===== config.mk =====
export PLATFORM = sky130hd
export DESIGN_NAME = panda_pc_unit
export DESIGN_NICKNAME = d
export VERILOG_FILES = /design/src/rtl/panda_pkg.sv /design/src/rtl/panda_ras.sv /design/src/rtl/panda_pc_unit.sv
export SDC_FILE = /design/constraint.sdc
export NUM_CORES = 1
export LEC_CHECK = 0
export CORE_ASPECT_RATIO = 0.8
export CORE_MARGIN = 10
export CORE_UTILIZATION = 35
export DETAILED_ROUTE_END_ITERATION = 8
export SETUP_SLACK_MARGIN = 0.3
export SLEW_MARGIN = 10
export SYNTH_ARGS = -nofsm -noshare
export SYNTH_HDL_FRONTEND = slang
export SYNTH_SLANG_ARGS = --single-unit
export TNS_END_PERCENT = 5

===== constraint.sdc =====
create_clock -name clk_i -period 5.9 [get_ports clk_i]
set_clock_uncertainty 0.1 [all_clocks]
set_input_delay 0.885 -clock clk_i [delete_from_list [all_inputs] [get_ports clk_i]]
set_output_delay 0.885 -clock clk_i [all_outputs]
set_load 0.01 [all_outputs]

===== src/rtl/panda_pkg.sv =====
// rtl/panda_pkg.sv - shared PC-source encoding and instruction alignment constants
package panda_pkg;

    localparam int unsigned InstrAlignBits = 2;
    localparam int unsigned InstrBytes     = 4;

    typedef enum logic [2:0] {
        PcTrap,
        PcMret,
        PcRet,
        PcJump,
        PcBranch,
        PcHold,
        PcInc
    } pc_sel_e;

endpackage


===== src/rtl/panda_ras.sv =====
// rtl/panda_ras.sv - circular return-address stack; a push when full overwrites the oldest entry
module panda_ras #(
    parameter int Width = 32,
    parameter int Depth = 4
) (
    input  logic             clk,
    input  logic             rst,
    input  logic             push,
    input  logic             pop,
    input  logic [Width-1:0] push_data,
    output logic [Width-1:0] top_data,
    output logic             empty,
    output logic             full
);
    localparam int PtrW = $clog2(Depth);
    localparam int CntW = $clog2(Depth + 1);

    logic [Width-1:0] mem [Depth];
    logic [PtrW-1:0]  ptr;
    logic [CntW-1:0]  count;

    // ptr names the next free slot, so the top lives one below it
    assign top_data = mem[ptr - PtrW'(1)];
    assign empty    = (count == '0);
    assign full     = (count == CntW'(Depth));

    always_ff @(posedge clk) begin
        if (push) begin
            mem[ptr] <= push_data;
        end
    end

    always_ff @(posedge clk or posedge rst) begin
        if (rst) begin
            ptr   <= '0;
            count <= '0;
        end else if (push) begin
            ptr <= ptr + PtrW'(1);
            if (!full) begin
                count <= count + CntW'(1);
            end
        end else if (pop && !empty) begin
            ptr   <= ptr - PtrW'(1);
            count <= count - CntW'(1);
        end
    end

endmodule


===== src/rtl/panda_pc_unit.sv =====
// rtl/panda_pc_unit.sv - program counter with fixed-priority redirects, trap EPC and return-address stack
module panda_pc_unit
    import panda_pkg::*;
#(
    parameter int               Width       = 32,
    parameter logic [Width-1:0] ResetVector = 32'h0000_0000,
    parameter logic [Width-1:0] TrapVector  = 32'h0000_0100,
    parameter int               RasDepth    = 4
) (
    input  logic             clk_i,
    input  logic             rst_i,
    input  logic             stall_i,
    input  logic             branch_i,
    input  logic [Width-1:0] branch_target_i,
    input  logic             jump_i,
    input  logic [Width-1:0] jump_target_i,
    input  logic             call_i,
    input  logic             ret_i,
    input  logic             trap_i,
    input  logic             mret_i,
    output logic [Width-1:0] pc_o,
    output logic [Width-1:0] pc_inc_o,
    output logic [Width-1:0] epc_o,
    output logic             misaligned_o,
    output logic             ras_empty_o,
    output logic             ras_full_o
);
    pc_sel_e          sel;
    logic [Width-1:0] ras_top;
    logic [Width-1:0] target;
    logic [Width-1:0] next_pc;
    logic             check_align;
    logic             misaligned;
    logic             ras_push;
    logic             ras_pop;

    assign pc_inc_o = pc_o + Width'(InstrBytes);

    always_comb begin
        sel = PcInc;
        if (trap_i)        sel = PcTrap;
        else if (mret_i)   sel = PcMret;
        else if (ret_i)    sel = PcRet;
        else if (jump_i)   sel = PcJump;
        else if (branch_i) sel = PcBranch;
        else if (stall_i)  sel = PcHold;
    end

    always_comb begin
        target      = pc_inc_o;
        check_align = 1'b0;
        unique case (sel)
            PcTrap:   target = TrapVector;
            PcMret:   target = epc_o;
            PcRet: begin
                // an empty stack falls through to the sequential PC, which is never flagged
                if (!ras_empty_o) begin
                    target      = ras_top;
                    check_align = 1'b1;
                end
            end
            PcJump: begin
                target      = jump_target_i;
                check_align = 1'b1;
            end
            PcBranch: begin
                target      = branch_target_i;
                check_align = 1'b1;
            end
            PcHold:   target = pc_o;
            default:  target = pc_inc_o;
        endcase
        misaligned = check_align && (target[InstrAlignBits-1:0] != '0);
        next_pc    = misaligned ? pc_o : target;
        ras_push   = (sel == PcJump) && call_i && !misaligned;
        ras_pop    = (sel == PcRet) && !ras_empty_o && !misaligned;
    end

    always_ff @(posedge clk_i or posedge rst_i) begin
        if (rst_i) begin
            pc_o         <= ResetVector;
            epc_o        <= '0;
            misaligned_o <= 1'b0;
        end else begin
            pc_o         <= next_pc;
            misaligned_o <= misaligned;
            if (sel == PcTrap) begin
                epc_o <= pc_o;
            end
        end
    end

    panda_ras #(
        .Width (Width),
        .Depth (RasDepth)
    ) u_ras (
        .clk       (clk_i),
        .rst       (rst_i),
        .push      (ras_push),
        .pop       (ras_pop),
        .push_data (pc_inc_o),
        .top_data  (ras_top),
        .empty     (ras_empty_o),
        .full      (ras_full_o)
    );

endmodule

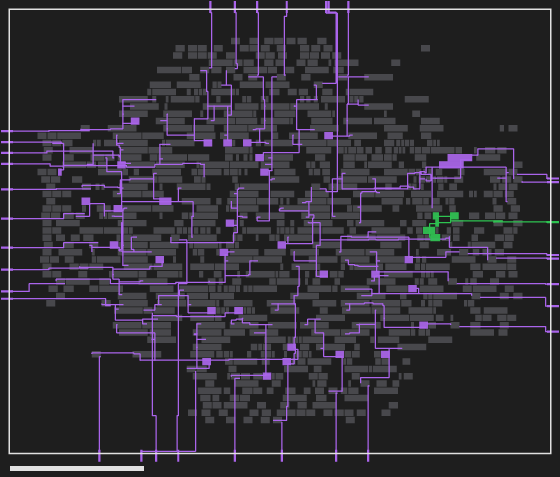
Run 1: port wiring
Bar = 50 um.
pc_inc_o: marked purple, bits 32, direction output, end cells 32, buffers 32, wire 3170 um. branch_i: marked green, bits 1, direction input, end cells 5, buffers 1, wire 61.9 um.

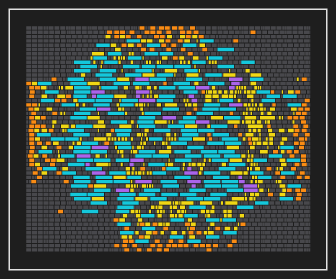
Run 1: cell classes on the final placement
Fill, decap, tap and diode cells in grey.
all other logic: marked yellow, cells 421. clock drivers and dummy loads: marked purple, cells 32. other buffers and delay cells: marked orange, cells 186. flops: marked cyan, cells 198.
Core Area: 26100 sq um
Core Util, Final: 45.7%
Finished Cell Area: 11900 sq um

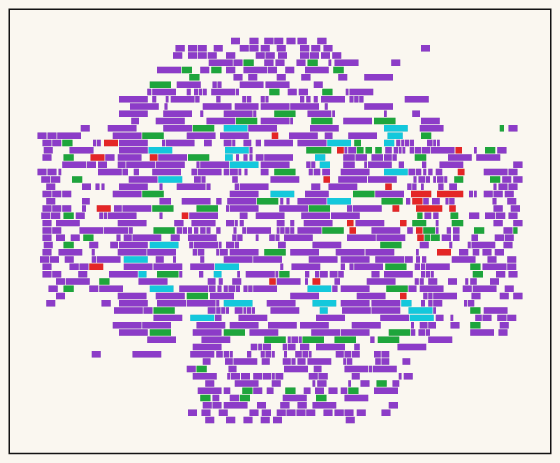
Run 1: sizing map
drive 1 or less: marked purple, cells 700, most used clkdlybuf4s50_1. drive 2: marked green, cells 81, most used mux2_2. drive 6 and up: marked cyan, cells 29, most used clkbuf_16. drive 3 to 4: marked red, cells 27, most used buf_4.
Non-CTS buffers: 186
Area Growth Syn to Fin: 29.5%
setup slack after layout: 1.35 ns

[run 1: final timing paths]
kind,startpoint,end,slack (ns),cells after the start
min,u_ras.count[2],u_ras.count[2],0.39,1
max in group asynchronous,rst_i,u_ras.ptr[0],3.92,3
min reg2reg,u_ras.count[2],u_ras.count[2],0.39,1
max,pc_o[11],pc_inc_o[31],1.35,6
min in group asynchronous,rst_i,u_ras.count[1],0.73,2
max reg2reg,u_ras.ptr[1],u_ras.mem[3][20],1.68,8
[run 1: layout make-up]
cell class	instances	area, sq um	area share (%)
clock inverter	15	211	1.77
inverter	13	50.0	0.419
clock buffer	17	425	3.56
multi-input combinational	408	3400	28.4
timing repair buffer	186	1820	15.2
tap	357	447	3.74
sequential	198	5600	46.8
[run 1: Yosys cell counts, types with 2 or more instances]
| master | number | share of area, % |
|---|---|---|
| a211oi_1 | 7 | 0.57 |
| mux2_4 | 5 | 0.81 |
| nor4b_1 | 2 | 0.19 |
| or3_1 | 3 | 0.20 |
| dfrtp_1 | 70 | 19 |
| a221o_1 | 3 | 0.33 |
| inv_1 | 13 | 0.53 |
| xnor2_1 | 19 | 1.8 |
| and2_1 | 8 | 0.54 |
| mux2_2 | 33 | 4.0 |
| xor2_1 | 12 | 1.1 |
| nand3_1 | 16 | 0.87 |
| a221oi_1 | 7 | 0.66 |
| and4_1 | 6 | 0.57 |
| a222oi_1 | 17 | 1.8 |
| a21o_1 | 4 | 0.33 |
| o22ai_1 | 6 | 0.41 |
| buf_6 | 2 | 0.24 |
| buf_1 | 5 | 0.20 |
| o31ai_1 | 5 | 0.41 |
| or4_1 | 2 | 0.16 |
| nor2_1 | 30 | 1.2 |
| clkbuf_1 | 36 | 1.5 |
| a21oi_1 | 24 | 1.3 |
| ha_1 | 5 | 0.68 |
| nor3_1 | 11 | 0.60 |
| o31a_1 | 6 | 0.57 |
| o21ai_0 | 47 | 2.5 |
| mux4_2 | 32 | 7.8 |
| buf_4 | 2 | 0.16 |
| a2111oi_4 | 2 | 0.60 |
| edfxtp_1 | 128 | 42 |
| nor3b_1 | 3 | 0.24 |
| or4bb_1 | 2 | 0.24 |
| nand2_1 | 46 | 1.9 |
| o311a_1 | 2 | 0.22 |
| buf_2 | 3 | 0.16 |
| and3_1 | 5 | 0.34 |
| nand4_1 | 8 | 0.54 |
| a22oi_1 | 12 | 0.98 |
[run 1: layer usage]
layer | wire [um] | vias to the layer above | global-route usage (%)
li1 | - | 2923 | -
met1 | 13400 | 3311 | 24.2
met2 | 12900 | 282 | 25.9
met3 | 2150 | 18 | 4.64
met4 | 268 | 0 | 3.41
met5 | 0 | - | 0
[run 1: per-stage QoR]
| stage | utilization (%) | power (mW) | setup WS [ns] |
|---|---|---|---|
| final | 45.7 | 4.68 | 1.35 |
| after global routing | 45.7 | 4.91 | 1.15 |
| after CTS | 45.7 | 4.72 | 1.30 |
| after detailed placement | 43.3 | 3.46 | 1.26 |
| after global placement | 43.3 | 3.45 | 1.36 |
| after floorplan | - | 2.74 | 1.44 |
[run 1: critical path, delay by kind of cell, from the launching register on]
family,cells,cell delay [ns]
buf+inv,1,0.63
flops,1,0.54
xor+xnor,1,0.43
simple gates,4,1.52
==> job_summary.md, run 1 <==
### Flow metrics

| Metric | Value |
|---|---|
| Outcome | `finished clean` |
| Cell count in the Yosys report | `668` |
| Worst-path clk slew | `0.07 ns` |
| Placed Area | `11300 sq um` |
| Pint | `3.18 mW` |
| Leakage | `4.35 nW` |
| N_diodes | `0` |
| RSZ-0062 raised after global routing | `no` |
| CP max FO | `9` |
| Top flop regs | `u_ras.mem x128, epc_o x32, pc_o x32` |
| CP max stage cell | `clkdlybuf4s50_1` |
| Seq. pwr | `1.89 mW` |
| Top power group | `sequential cells` |
| Vias in the first global route | `6695` |
| Period utilization | `77.1%` |
| Num rows | `53` |
| Pre-Repair DR Iteration Count | `6` |
| Basic Gates by Area | `8.19%` |
| Pre-Place Util | `35.3%` |
| NumNets Final | `903` |
| Antenna violations before repair | `0` |
| NetSw | `1.50 mW` |
| WHS | `0.389 ns` |
| Number of synthesized flops with an enable pin | `128` |
| Vias after detailed routing | `6534` |
| Final hold vios | `0` |
| WS Path Type | `flip-flop to primary output` |
| Period minus WS final | `4.55 ns` |
| 1st-iter DRT viols | `604` |
| Ys flops | `198` |
| Rel. slew slack | `32.6%` |
| Xor/xnor share | `2.94%` |
| Register area share after synthesis | `60.7%` |
| Count of max-cap constraint violations | `0` |
| Layout cells sized above 1 | `16.4%` |
| Reg power frac | `40.4%` |
| Cells after Synth | `668` |
| Routed Antenna Nets | `0` |
| Highest clock rate | `0.220 GHz` |
| Tot GR Track Use | `17.1%` |
| Dominant kind of combinational cell | `multiplexers` |
| Setup TNS | `0 ns` |
| Largest net degree at the start of global routing | `41` |
| Inst Count DP | `1162` |
| Netlist cell types | `59` |
| Tool warnings | `29` |
| Combinational share of power | `32.7%` |
| CP peak stage delay | `0.63 ns` |
| Syn Nets | `747` |
| Fill cells | `2391` |
| Final setup viols | `0` |
| Crit path top cell by count | `nand4_1` |
| CP Capture Type | `primary output` |
| # resized after CTS | `0` |
| Chip area | `33300 sq um` |
| Most common cell after layout, fill and taps aside | `clkdlybuf4s50_1` |
| YS chip area | `9230 sq um` |
| Yosys warns | `0` |
| Main synth FF type | `edfxtp_1` |
| DP HPWL | `19300 um` |
| Ys async rst share | `35.4%` |
| Worst hold path type | `flip-flop to flip-flop` |
| Synth Cell Area | `9230 sq um` |
| Die Y | `165 um` |
| CTS sink count | `198` |
| Setup Buffers After CTS | `0` |
| P_clk | `1.26 mW` |
| Hold_buf cts | `0` |
| Max reg flops | `128` |
| Clk ins delay skew pair | `0.44 ns` |
| CTS tree | `yes` |
| Peak VDD IR | `243 uV` |
| Ports | `172` |
| Adder Area Share | `0.895%` |
| GRT overflow | `0` |
| Routed WL per cell | `24.0 um` |
| DRC | `0` |
| Clock Tree Buf Depth | `2` |
| CTS Buf Count | `17` |
| Syn avg cell area | `13.8 sq um` |
| Die W | `202 um` |
| Vias per cell | `5.47` |
| Switching portion of total power | `32.1%` |
| Synth mux share | `12.7%` |
| Placer congestion estimate | `0.767` |
| Crit-path cells | `and4_1, nand4_1, nor3_1, nand4_1, xnor2_1, clkdlybuf4s50_1` |
| Slew Limit Fails | `0` |
| Required time worst endpoint | `4.91 ns` |
| Drt total wl | `28700 um` |
==> run 2: changes to the inputs <==
clock period = 3.85 ns   (was 5.9 ns; I/O delays follow)
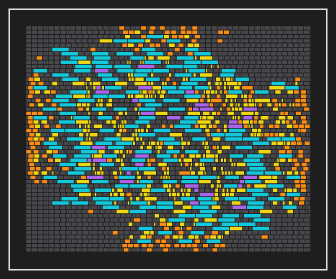
Run 2: cell classes on the final placement
Fill, decap, tap and diode cells in grey.
other buffers and delay cells: marked orange, cells 224. flops: marked cyan, cells 198. clock drivers and dummy loads: marked purple, cells 32. all other logic: marked yellow, cells 421.

==> run 2 against run 1 <==
  * Utilization increased by 1.9 points
  * Worst setup slack worse by 1.0 ns
  * Via count increased by 4.6%
  * Non-clock buffer count grew 38
  * Register-to-register slack got worse by 1.1 ns
  * Largest cell class unchanged
  * Largest power group unchanged
  * Highest routed layer unchanged
==> job_summary.md, run 2 <==
### Flow metrics

| Metric | Value |
|---|---|
| Outcome | `finished clean` |
| Drt total wl | `29900 um` |
| Slew Limit Fails | `0` |
| Worst-path clk slew | `0.07 ns` |
| Cell count in the Yosys report | `668` |
| Vias per cell | `5.55` |
| Hold path cells | `1` |
| Pre-Repair DR Iteration Count | `6` |
| Setup slack after layout | `0.307 ns` |
| CTS sink count | `198` |
| Ys async rst share | `35.4%` |
| RSZ-0062 raised after global routing | `yes` |
| DP HPWL | `20300 um` |
| Required time worst endpoint | `3.17 ns` |
| Chip area | `33300 sq um` |
| Largest net degree at the start of global routing | `38` |
| Crit path top cell by count | `buf_4` |
| Ports | `172` |
| Core Area | `26100 sq um` |
| WS Path Type | `flip-flop to primary output` |
| Hold_sp | `u_ras.count[2]` |
| Min-Delay Endpoint | `u_ras.count[2]` |
| Clk ins delay skew pair | `0.44 ns` |
| Peak VDD IR | `370 uV` |
| Fill cells | `2331` |
| Syn avg cell area | `13.8 sq um` |
| Worst reg-to-reg setup slack | `0.54 ns` |
| Top flop regs | `u_ras.mem x128, epc_o x32, pc_o x32` |
| Leakage | `4.72 nW` |
| CTS Buf Count | `17` |
| Most frequent cell after synthesis | `edfxtp_1` |
| Area leader share | `41.7%` |
| 1st-iter DRT viols | `751` |
| Yosys warns | `0` |
| Register area share after synthesis | `60.7%` |
| Final hold vios | `0` |
| Antenna violations before repair | `0` |
| Delay-heaviest family, CP | `buffers and inverters` |
| Count of max-cap constraint violations | `0` |
| N_diodes | `0` |
| Commonest cells post-synth | `edfxtp_1, dfrtp_1, o21ai_0` |
| Tool warnings | `31` |
| Inst Count DP | `1198` |
| CTS tree | `yes` |
| Vias after detailed routing | `6834` |
| Num rows | `53` |
| Max reg flops | `128` |
| Area Growth Syn to Fin | `35.0%` |
| CP max stage cell | `clkdlybuf4s50_1` |
| Synth Cell Area | `9230 sq um` |
| Placer congestion estimate | `0.790` |
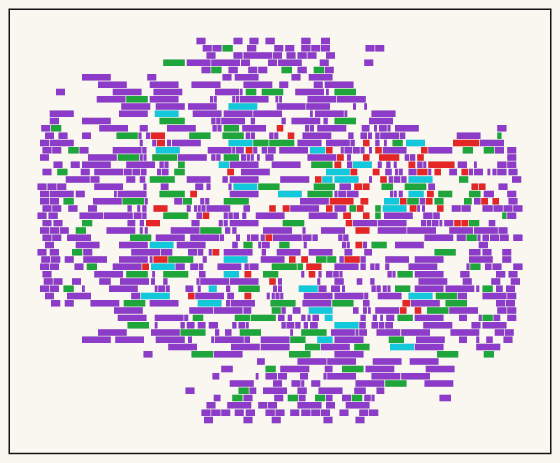
Run 2: sizing map
drive 1 or less: marked purple, cells 664, most used clkdlybuf4s50_1. drive 3 to 4: marked red, cells 69, most used buf_4. drive 2: marked green, cells 111, most used mux2_2. drive 6 and up: marked cyan, cells 31, most used clkbuf_16.

-- run 2: cell counts after synthesis --
Identical to the previous run, type by type.
-- run 2: worst reg2reg max path, cell delays in order, from the launching register on --
cell       delay, ns
dfrtp_2         0.44
inv_1           0.12
ha_4            0.31
mux4_2          0.31
and4_1          0.26
a2111oi_4       0.39
o211ai_2        0.16
nor2_1          0.17
buf_4           0.13
inv_1           0.04
fa_1            0.38
a211oi_1        0.26
xor2_1          0.17
-- run 2: stage by stage --
step                total power [mW]  TNS [ns]  hold WS (ns)
floorplan                       4.21         0         0.356
global placement                5.37         0         0.392
detailed placement              5.41     -1.24         0.398
CTS                             7.32         0         0.407
global route                    7.64         0         0.425
finish                          7.31         0         0.404
-- run 2: repair_timing --
item                                    4_1_cts  5_1_grt
gates resized                                15       33
cloned                                        0        0
pin swaps                                     3        6
endpoints found under the setup margin       80      106
setup buffers                                 2        0
-- run 2: layout make-up --
class                      instances  area, sq um  share of cell area [%]
sequential                       198         5610                    45.1
clock inverter                    15          214                    1.72
timing repair buffer             224         2160                    17.3
clock buffer                      17          425                    3.42
tap                              357          447                    3.59
multi-input combinational        408         3550                    28.5
inverter                          13         50.0                   0.402
-- run 2: worst max path at each step --
stage	startpoint	to
after floorplan	u_ras.ptr[0]	u_ras.count[2]
after global placement	ret_i	u_ras.mem[1][13]
after detailed placement	ret_i	u_ras.mem[1][8]
after CTS	u_ras.ptr[0]	u_ras.mem[1][20]
after global routing	pc_o[13]	pc_inc_o[22]
final	pc_o[13]	pc_inc_o[22]
-- run 2: cell families (layout without fill, tap and decap cells) --
kind of cell / Yosys count / in the layout / synth area share (%)
multiplexers: 70 / 70 / 12.7
adder cells (fa/ha/maj): 6 / 6 / 0.895
flip-flops: 198 / 198 / 60.7
AND/OR/NAND/NOR: 149 / 149 / 8.19
AND-OR/OR-AND: 152 / 152 / 11.8
XOR/XNOR: 31 / 31 / 2.94
buffers and inverters: 62 / 269 / 2.82
-- run 2: where the power goes --
part	switching, mW	leakage [nW]	total [mW]	internal, mW
Clock	0.896	0.302	1.90	1.00
Combinational	1.19	2.34	2.52	1.33
Sequential	0.307	2.08	2.89	2.59
Total	2.40	4.72	7.31	4.91
-- run 2: routing by layer --
layer / GRT usage [%] / wire (um) / up-vias
li1: - / - / 3004
met1: 24.5 / 13700 / 3518
met2: 27.5 / 13500 / 289
met3: 4.72 / 2340 / 23
met4: 3.89 / 324 / 0
met5: 0 / 0 / -
==> run 3: changes to the inputs <==
CORE_UTILIZATION = 48   (was 35)
PLACE_DENSITY = 0.77   (was unset)
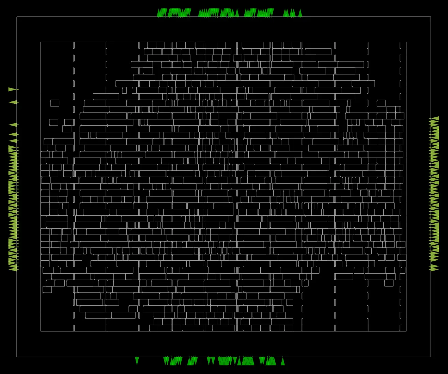
Run 3: cell placement
Fill cells: 1366
Layout Cells excl Fill: 1131
Tapcells: 258
Core Area: 18900 sq um

==> run 3 against run 2 <==
  * Maximum frequency decreased by 1.8%
  * Worst hold slack worse by 0.0073 ns
  * Final area down 1.4%
  * Sequential cell count did not move
  * Synthesized area stayed put
  * Critical path type unchanged
  * Largest cell class unchanged
  * Highest routed layer unchanged
==> job_summary.md, run 3 <==
### Flow metrics

| Metric | Value |
|---|---|
| Num rows | `45` |
| Finished Cell Area | `12300 sq um` |
| Syn Nets | `747` |
| Clk ins delay skew pair | `0.44 ns` |
| Cell taking the most area after synthesis | `edfxtp_1` |
| Vias per cell | `6.23` |
| N_diodes | `0` |
| Clock Tree Buf Depth | `2` |
| Area leader share | `41.7%` |
| Outcome | `finished clean` |
| GRT overflow | `0` |
| Highest clock rate | `0.277 GHz` |
| DRC | `0` |
| Inst Count DP | `1086` |
| Period minus WS final | `3.61 ns` |
| Placement Setup Slack | `0.133 ns` |
| Setup TNS | `0 ns` |
| Number of synthesized flops with an enable pin | `128` |
| Leakage | `4.61 nW` |
| YS chip area | `9230 sq um` |
| Required time worst endpoint | `3.17 ns` |
| Placer congestion estimate | `0.896` |
| Netlist cell types | `59` |
| Hold path cells | `1` |
| Commonest cells post-synth | `edfxtp_1, dfrtp_1, o21ai_0` |
| Drt total wl | `28800 um` |
| Rel. slew slack | `51.5%` |
| Die Y | `144 um` |
| Layout cells sized above 1 | `22.9%` |
| Top cells, area | `edfxtp_1, dfrtp_1, mux4_2` |
| Cells after Synth | `668` |
| Vias in the first global route | `7232` |
| Main synth FF type | `edfxtp_1` |
| CP max stage cell | `clkdlybuf4s50_1` |
| CP max FO | `6` |
| WHS | `0.397 ns` |
| Synth Cell Area | `9230 sq um` |
| Routed Antenna Nets | `0` |
| Critical path depth | `7` |
| Hold_buf cts | `0` |
| CP bufs+invs | `2` |
| Most frequent cell after synthesis | `edfxtp_1` |
| CP peak stage delay | `0.60 ns` |
| Die W | `175 um` |
| Worst hold path type | `flip-flop to flip-flop` |
| WS Path Type | `flip-flop to primary output` |
| CP Capture Type | `primary output` |
| Largest net degree at the start of global routing | `37` |
| Ys async rst share | `35.4%` |
| Tool warnings | `31` |
| Ports | `172` |
| 1st-iter DRT viols | `824` |
| Crit-path cells | `and4_2, nand4_1, buf_4, nor2_2, nand2_1, xnor2_4, clkdlybuf4s50_1` |
| Area Growth Syn to Fin | `33.1%` |
| Setup slack after layout | `0.243 ns` |
| Slew Limit Fails | `0` |
| CTS Buf Count | `17` |
| Most common cell after layout, fill and taps aside | `clkdlybuf4s50_1` |
| Chip area | `25200 sq um` |
| Worst-path clk slew | `0.07 ns` |
| Antenna violations before repair | `0` |
| Pre-Place Util | `48.8%` |
| Cell count in the Yosys report | `668` |
| Routed WL per cell | `25.5 um` |
| Delay-heaviest family, CP | `simple AND/OR/NAND/NOR gates` |
| Syn avg cell area | `13.8 sq um` |
| Final hold vios | `0` |
| Register area share after synthesis | `60.7%` |
| Core Util, Final | `64.9%` |
| CTS tree | `yes` |
| Reg2Reg Depth | `11` |
| Period utilization | `93.7%` |
| Final setup viols | `0` |
| Tot Pwr | `7.17 mW` |
| Count of max-cap constraint violations | `0` |
| Yosys warns | `0` |
| NumNets Final | `939` |
| Ys flops | `198` |
| Placed Area | `11400 sq um` |
| Vias after detailed routing | `7048` |
| Pre-Repair DR Iteration Count | `6` |
| Max reg flops | `128` |
| RSZ-0062 raised after global routing | `yes` |
| CTS sink count | `198` |
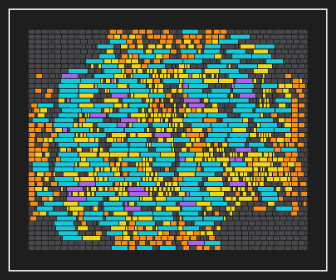
Run 3: cell classes on the final placement
Fill, decap, tap and diode cells in grey.
all other logic: marked yellow, cells 421. flops: marked cyan, cells 198. other buffers and delay cells: marked orange, cells 222. clock drivers and dummy loads: marked purple, cells 32.

-- run 3: final timing paths --
kind,endpoint,start,slack (ns)
worst min-delay path,u_ras.count[2],u_ras.count[2],0.40
max in group asynchronous,pc_o[22],rst_i,2.39
min in group asynchronous,pc_o[18],rst_i,0.44
worst max register to register,u_ras.count[2],u_ras.ptr[1],0.44
worst min register to register,u_ras.count[2],u_ras.count[2],0.40
worst max-delay path,pc_inc_o[24],pc_o[13],0.24
-- run 3: per-layer routing --
metal | global-route usage [%] | routed length [um]
met1 | 29.5 | 11500
met3 | 7.79 | 3280
met2 | 35.0 | 13500
met5 | 0 | 0
met4 | 6.81 | 573
-- run 3: area by class of cell --
| cell class | count | area (sq um) | area share, % |
|---|---|---|---|
| sequential | 198 | 5610 | 45.7 |
| clock buffer | 20 | 447 | 3.64 |
| multi-input combinational | 408 | 3560 | 29.0 |
| clock inverter | 12 | 129 | 1.05 |
| timing repair buffer | 222 | 2160 | 17.6 |
| tap | 258 | 323 | 2.63 |
| inverter | 13 | 50.0 | 0.408 |
-- run 3: power by group --
part / total, mW / internal, mW / switching (mW)
registers: 2.86 / 2.59 / 0.274
logic: 2.54 / 1.33 / 1.20
clock network: 1.78 / 0.977 / 0.798
total: 7.17 / 4.90 / 2.28
-- run 3: kinds of logic (layout without fill, tap and decap cells) --
group	Yosys count	after routing	synth area share, %
buf+inv	62	267	2.82
xor+xnor	31	31	2.94
compound gates	152	152	11.8
flops	198	198	60.7
simple gates	149	149	8.19
mux	70	70	12.7
fa+ha+maj	6	6	0.895
-- run 3: timing repair --
item | CTS | global route
pin swaps | 3 | 6
endpoints found under the setup margin | 14 | 149
cloned | 0 | 0
gates resized | 14 | 24
setup buffers | 3 | 10
No activity file was given, so power comes from the tool's default toggle rates.
